File: src/rtl/exu_pkg.sv
// Shared decode constants, types and immediate extractors for the branch/load-store execution unit.
package exu_pkg;

    localparam logic [6:0] OPC_BRANCH = 7'b1100011;
    localparam logic [6:0] OPC_JAL    = 7'b1101111;
    localparam logic [6:0] OPC_LOAD   = 7'b0000011;
    localparam logic [6:0] OPC_STORE  = 7'b0100011;

    localparam logic [2:0] F3_BEQ  = 3'b000;
    localparam logic [2:0] F3_BNE  = 3'b001;
    localparam logic [2:0] F3_BLT  = 3'b100;
    localparam logic [2:0] F3_BGE  = 3'b101;
    localparam logic [2:0] F3_BLTU = 3'b110;
    localparam logic [2:0] F3_BGEU = 3'b111;

    typedef enum logic [1:0] {
        SZ_BYTE = 2'd0,
        SZ_HALF = 2'd1,
        SZ_WORD = 2'd2
    } size_e;

    // Address-independent part of a queue entry; the address width is set by the top.
    typedef struct packed {
        logic        wr;
        logic [31:0] wdata;
        logic [3:0]  strb;
    } lsq_data_t;

    function automatic logic [31:0] imm_i(input logic [31:0] ir);
        return {{20{ir[31]}}, ir[31:20]};
    endfunction

    function automatic logic [31:0] imm_s(input logic [31:0] ir);
        return {{20{ir[31]}}, ir[31:25], ir[11:7]};
    endfunction

    function automatic logic [31:0] imm_b(input logic [31:0] ir);
        return {{19{ir[31]}}, ir[31], ir[7], ir[30:25], ir[11:8], 1'b0};
    endfunction

    function automatic logic [31:0] imm_j(input logic [31:0] ir);
        return {{11{ir[31]}}, ir[31], ir[19:12], ir[20], ir[30:21], 1'b0};
    endfunction

    // funct3[1:0] == 11 has no RV32I meaning and is handled as a word access.
    function automatic size_e dec_size(input logic [1:0] f3_lo);
        case (f3_lo)
            2'b00:   return SZ_BYTE;
            2'b01:   return SZ_HALF;
            default: return SZ_WORD;
        endcase
    endfunction

    function automatic logic [3:0] size_mask(input size_e sz);
        case (sz)
            SZ_BYTE: return 4'b0001;
            SZ_HALF: return 4'b0011;
            default: return 4'b1111;
        endcase
    endfunction

endpackage

File: src/rtl/exu_lsq_fifo.sv
// In-order load/store queue: power-of-two ring buffer with occupancy count and head read-out.
module exu_lsq_fifo #(
    parameter int  DEPTH   = 4,
    parameter type entry_t = logic [7:0],
    localparam int PW      = $clog2(DEPTH),
    localparam int CW      = $clog2(DEPTH) + 1
) (
    input  logic          clk,
    input  logic          rst,
    input  logic          push,
    input  entry_t        push_data,
    input  logic          pop,
    output entry_t        head,
    output logic          empty,
    output logic          full,
    output logic [CW-1:0] count
);

    entry_t        mem_q [DEPTH];
    logic [PW-1:0] wr_ptr_q, wr_ptr_d;
    logic [PW-1:0] rd_ptr_q, rd_ptr_d;
    logic [CW-1:0] count_q, count_d;
    logic          do_push, do_pop;

    assign empty = (count_q == '0);
    assign full  = (count_q == CW'(DEPTH));
    assign count = count_q;

    always_comb begin
        do_push  = push & ~full;
        do_pop   = pop & ~empty;
        wr_ptr_d = wr_ptr_q + PW'(do_push);
        rd_ptr_d = rd_ptr_q + PW'(do_pop);
        count_d  = count_q + CW'(do_push) - CW'(do_pop);
    end

    always_ff @(posedge clk or posedge rst) begin
        if (rst) begin
            wr_ptr_q <= '0;
            rd_ptr_q <= '0;
            count_q  <= '0;
        end else begin
            wr_ptr_q <= wr_ptr_d;
            rd_ptr_q <= rd_ptr_d;
            count_q  <= count_d;
        end
    end

    always_ff @(posedge clk) begin
        if (do_push) begin
            mem_q[wr_ptr_q] <= push_data;
        end
    end

    // Stale storage is masked so an empty queue always presents zeros.
    assign head = empty ? '0 : mem_q[rd_ptr_q];

endmodule

File: src/rtl/exu_bru_lsq.sv
// RV32I branch/JAL resolution plus load/store address generation feeding an in-order request queue.
// Optional misalignment trapping is enabled by defining EXU_MISALIGN_CHK_EN.
module exu_bru_lsq
    import exu_pkg::*;
#(
    parameter int AW        = 32,
    parameter int DW        = 32,
    parameter int LSQ_DEPTH = 4
) (
    input  logic            clk,
    input  logic            rst,
    input  logic            iexec_req_vld,
    output logic            iexec_req_rdy,
    input  logic [31:0]     iexec_req_ir,
    input  logic [AW-1:0]   iexec_req_pc,
    input  logic [DW-1:0]   iexec_req_rs1,
    input  logic [DW-1:0]   iexec_req_rs2,
    output logic            iexec_rsp_vld,
    input  logic            iexec_rsp_rdy,
    output logic            iexec_rsp_taken,
    output logic [AW-1:0]   iexec_rsp_offset,
    output logic            iexec_rsp_ldst,
    output logic            iexec_rsp_exc,
    output logic            ldst_req_vld,
    input  logic            ldst_req_rdy,
    output logic            ldst_req_wr,
    output logic [AW-1:0]   ldst_req_addr,
    output logic [DW-1:0]   ldst_req_wdata,
    output logic [DW/8-1:0] ldst_req_strb
);

    typedef struct packed {
        logic [AW-1:0] addr;
        lsq_data_t     data;
    } lsq_entry_t;

    logic          rsp_vld_q, rsp_vld_d;
    logic          rsp_taken_q, rsp_taken_d;
    logic [AW-1:0] rsp_offset_q, rsp_offset_d;
    logic          rsp_ldst_q, rsp_ldst_d;
    logic          rsp_exc_q, rsp_exc_d;

    logic          accept;
    logic [6:0]    opcode;
    logic [2:0]    funct3;
    logic          br_taken;
    size_e         size;
    logic [31:0]   ls_imm;
    logic [AW-1:0] ls_addr;
    logic          misalign;
    logic [3:0]    ls_strb;
    logic [31:0]   ls_wdata;
    logic          is_ldst;
    logic          dec_taken, dec_ldst, dec_exc;
    logic [AW-1:0] dec_offset;

    lsq_entry_t    push_entry, head_entry;
    logic          lsq_push, lsq_empty, lsq_full;
    logic [$clog2(LSQ_DEPTH):0] unused_lsq_count;
    logic          unused_pc;

    assign unused_pc = ^iexec_req_pc;

    assign iexec_req_rdy = ~rst & (~rsp_vld_q | iexec_rsp_rdy) & ~lsq_full;
    assign accept        = iexec_req_vld & iexec_req_rdy;

    always_comb begin
        opcode = iexec_req_ir[6:0];
        funct3 = iexec_req_ir[14:12];

        case (funct3)
            F3_BEQ:  br_taken = (iexec_req_rs1 == iexec_req_rs2);
            F3_BNE:  br_taken = (iexec_req_rs1 != iexec_req_rs2);
            F3_BLT:  br_taken = ($signed(iexec_req_rs1) <  $signed(iexec_req_rs2));
            F3_BGE:  br_taken = ($signed(iexec_req_rs1) >= $signed(iexec_req_rs2));
            F3_BLTU: br_taken = (iexec_req_rs1 <  iexec_req_rs2);
            F3_BGEU: br_taken = (iexec_req_rs1 >= iexec_req_rs2);
            default: br_taken = 1'b0;
        endcase

        size    = dec_size(funct3[1:0]);
        ls_imm  = (opcode == OPC_STORE) ? imm_s(iexec_req_ir) : imm_i(iexec_req_ir);
        ls_addr = AW'(iexec_req_rs1) + AW'($signed(ls_imm));
        ls_strb = size_mask(size) << ls_addr[1:0];

        case (size)
            SZ_BYTE: ls_wdata = {4{iexec_req_rs2[7:0]}};
            SZ_HALF: ls_wdata = {2{iexec_req_rs2[15:0]}};
            default: ls_wdata = iexec_req_rs2;
        endcase

`ifdef EXU_MISALIGN_CHK_EN
        misalign = ((size == SZ_HALF) && ls_addr[0]) ||
                   ((size == SZ_WORD) && (ls_addr[1:0] != 2'b00));
`else
        misalign = 1'b0;
`endif

        is_ldst    = (opcode == OPC_LOAD) || (opcode == OPC_STORE);
        dec_taken  = 1'b0;
        dec_offset = '0;
        dec_ldst   = 1'b0;
        dec_exc    = 1'b0;
        case (opcode)
            OPC_BRANCH: begin
                dec_taken  = br_taken;
                dec_offset = AW'($signed(imm_b(iexec_req_ir)));
            end
            OPC_JAL: begin
                dec_taken  = 1'b1;
                dec_offset = AW'($signed(imm_j(iexec_req_ir)));
            end
            OPC_LOAD, OPC_STORE: begin
                dec_ldst = ~misalign;
                dec_exc  = misalign;
            end
            default: ;
        endcase
    end

    always_comb begin
        push_entry.addr       = ls_addr;
        push_entry.data.wr    = (opcode == OPC_STORE);
        push_entry.data.wdata = ls_wdata;
        push_entry.data.strb  = ls_strb;
        lsq_push              = accept & is_ldst & ~misalign;
    end

    // The response register only advances on accept or drain; fields hold while stalled.
    always_comb begin
        rsp_vld_d    = rsp_vld_q;
        rsp_taken_d  = rsp_taken_q;
        rsp_offset_d = rsp_offset_q;
        rsp_ldst_d   = rsp_ldst_q;
        rsp_exc_d    = rsp_exc_q;
        if (accept) begin
            rsp_vld_d    = 1'b1;
            rsp_taken_d  = dec_taken;
            rsp_offset_d = dec_offset;
            rsp_ldst_d   = dec_ldst;
            rsp_exc_d    = dec_exc;
        end else if (iexec_rsp_rdy) begin
            rsp_vld_d = 1'b0;
        end
    end

    always_ff @(posedge clk or posedge rst) begin
        if (rst) begin
            rsp_vld_q    <= 1'b0;
            rsp_taken_q  <= 1'b0;
            rsp_offset_q <= '0;
            rsp_ldst_q   <= 1'b0;
            rsp_exc_q    <= 1'b0;
        end else begin
            rsp_vld_q    <= rsp_vld_d;
            rsp_taken_q  <= rsp_taken_d;
            rsp_offset_q <= rsp_offset_d;
            rsp_ldst_q   <= rsp_ldst_d;
            rsp_exc_q    <= rsp_exc_d;
        end
    end

    assign iexec_rsp_vld    = rsp_vld_q;
    assign iexec_rsp_taken  = rsp_taken_q;
    assign iexec_rsp_offset = rsp_offset_q;
    assign iexec_rsp_ldst   = rsp_ldst_q;
    assign iexec_rsp_exc    = rsp_exc_q;

    exu_lsq_fifo #(
        .DEPTH   (LSQ_DEPTH),
        .entry_t (lsq_entry_t)
    ) u_lsq (
        .clk       (clk),
        .rst       (rst),
        .push      (lsq_push),
        .push_data (push_entry),
        .pop       (ldst_req_rdy),
        .head      (head_entry),
        .empty     (lsq_empty),
        .full      (lsq_full),
        .count     (unused_lsq_count)
    );

    assign ldst_req_vld   = ~lsq_empty;
    assign ldst_req_wr    = head_entry.data.wr;
    assign ldst_req_addr  = head_entry.addr;
    assign ldst_req_wdata = head_entry.data.wdata;
    assign ldst_req_strb  = head_entry.data.strb;

endmodule

File: config.mk
export PLATFORM = sky130hd
export DESIGN_NAME = exu_bru_lsq
export DESIGN_NICKNAME = d
export VERILOG_FILES = /design/src/rtl/exu_pkg.sv /design/src/rtl/exu_lsq_fifo.sv /design/src/rtl/exu_bru_lsq.sv
export SDC_FILE = /design/constraint.sdc
export NUM_CORES = 1
export LEC_CHECK = 0
export CORE_ASPECT_RATIO = 0.75
export CORE_MARGIN = 10
export CORE_UTILIZATION = 54
export DETAILED_ROUTE_END_ITERATION = 10
export MAX_ROUTING_LAYER = met4
export PLACE_DENSITY = 0.81
export SYNTH_ARGS = -nofsm -noshare
export SYNTH_HDL_FRONTEND = slang
export SYNTH_SLANG_ARGS = --single-unit
File: constraint.sdc
create_clock -name clk -period 9.87 [get_ports clk]
set_clock_uncertainty 0.15 [all_clocks]
set_input_delay 1.4805 -clock clk [delete_from_list [all_inputs] [get_ports clk]]
set_output_delay 1.4805 -clock clk [all_outputs]
set_load 0.03 [all_outputs]
==> impl_metrics.yaml <==
# yosys + openroad results
critical_path:
  worstPathRequired_ns: 10.06
  path_cells: "clkdlybuf4s50_1, nor2_1, nand3_1, nor3_1, nand2_1, mux2_2, ha_1, inv_1, fa_1, nor2b_1, o31a_1, o21ai_2, a2111oi_2, nor3_1, o31ai_1, nand2_1, a21oi_1, xor2_1"
  crit_cells: 18
  cp-endpoint: "u_lsq.mem_q[0][67]"
  max_stage_delay_ns: 0.54
  crit_path_start_kind: "input pin"
  critPathTopFamily: "AND-OR/OR-AND gates"
  rr_startpoint: "u_lsq.count[1]"
  crit_start: "iexec_req_ir[3]"
  crit_arrival_ns: 5.66
  critPathCaptureType: "flop"
  cp_max_fo: 6
floorplan:
  die-area_mm2: 0.0344
  ios: 240
  coreArea_mm2: 0.0269
  fp_util: 0.548
  nWellTaps: 351
power_and_ir_drop:
  p_int_mw: 2.95
  top_power_group: "combinational cells"
  comb-power_mw: 1.67
sta:
  tightest_slew_ns: 1.09
  worst_slack_ns: 4.40
  fin_setup_tns_ns: 0
  finalSetupViolations: 0
place:
  pre_cts_slack_ns: 3.95
  dp_hpwl_mm: 26.9
  place_congestion: 0.931
routing:
  vias_per_cell: 5.92
  drt_iter0_drc: 845
  dr_wl_met3_mm: 3.71
clock_tree:
  cts_buffers: 29
  h-tree-depth: 1
  cts_buffer_depth: 3
  cts.repair.resized: 0
status:
  outcome: "finished clean"
final_layout:
  largest_reg_flops: 276
  antenna_cells: 4
  buf_share: 0.119
  regMostFlops: "u_lsq.mem_q"
  seqCellArea_mm2: 0.00904
  area_dominant_class: "sequential cells"
  seq_area_frac: 0.499
  nonClockInverterCount: 52
  nNetsFinal: 1398
synth:
  yosysUniqueCellTypes: 70
  ys.flop_type: "edfxtp_1"
  ys_sh_aoi: 0.0785
  synthArstFlopShare: 0.0980
  synth-adder-area-share: 0.0595
  ys_seq_share: 0.612
  synthMuxAreaShare: 0.119
  most_common_cell: "edfxtp_1"
  ys_sh_xor: 0.0190
grt:
  grt_pass1_vias: 9679
  grt_pass1_wl_mm: 57.2
job:
  warnings: 58
  maxCapViolCount: 0
==> worst min path at each step <==
stage	from	cells past startpoint	end	slack, ns
after floorplan	u_lsq.count[2]	1	u_lsq.count[2]	0.31
after CTS	iexec_rsp_offset[1]	2	iexec_rsp_offset[1]	0.33
final	iexec_rsp_offset[1]	2	iexec_rsp_offset[1]	0.33
after global routing	iexec_rsp_offset[15]	2	iexec_rsp_offset[15]	0.36
after detailed placement	iexec_rsp_offset[1]	2	iexec_rsp_offset[1]	0.32
after global placement	iexec_rsp_ldst	1	iexec_rsp_ldst	0.31
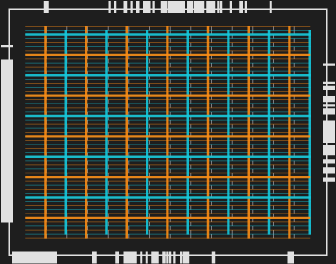
Fig. 1. PDN straps and rails.
Pins as bars on the die edge. Tap cells in grey.
net	colour
VSS	orange
VDD	cyan
rows	52
met1 rails	53
tap cells	351
met4 straps	14
met5 straps	10
peak supply drop: 0.185 mV
Chip Width: 211 µm

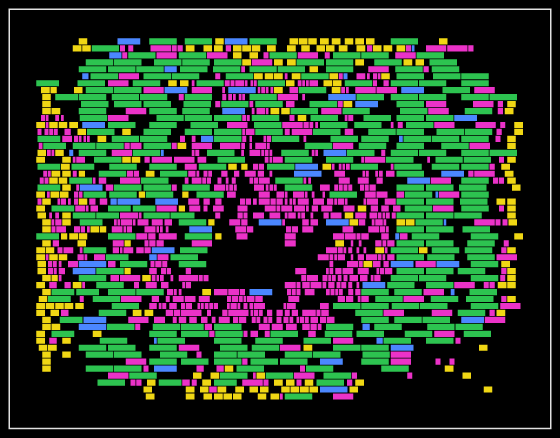
Fig. 2. Placement by cell class.
class	colour	cells	share of their area
clock drivers and dummy loads	blue	53	5.8%
flip-flops	green	306	51%
all other logic	magenta	641	31%
other buffers and delay cells	yellow	218	12%

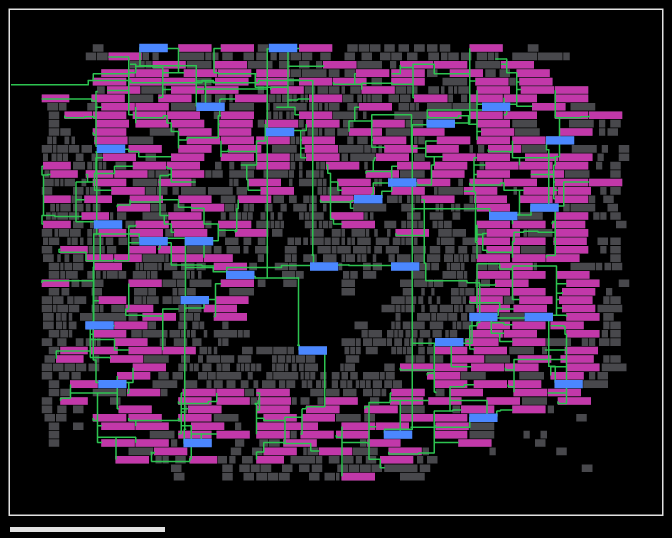
Fig. 3. Routed clock nets over the placement.
Bar = 50 µm.
[cells driving clock nets] blue | count: 29
[flip-flops] magenta | count: 306
[clock wires] green | length: 3,280 µm
routed clock nets	30
flops lie	all over the die
Clock Power Share: 0.271
Late-Pin Clk Latency: 0.54 ns
clock network power: 1.19 mW

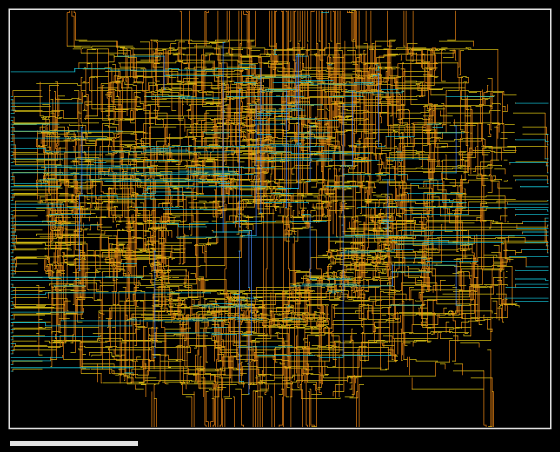
Fig. 4. Routed metal, one colour a layer.
Bar = 50 µm.
layer	colour	wire length
met4	blue	868 µm
met1	yellow	15,500 µm
met3	cyan	3,710 µm
met2	orange	17,700 µm
Total GRT Usage: 0.224
Vias: 9,319
drt total wl: 37.8 mm
WL/cell: 24.0 µm

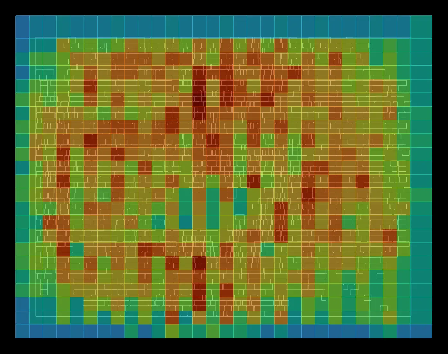
Fig. 5. Routing congestion map.
grt met1 use: 0.289
most used routing layer: met2
met3 usage: 0.0574

Power figures rest on the tool's default switching activity, not on a simulated workload.
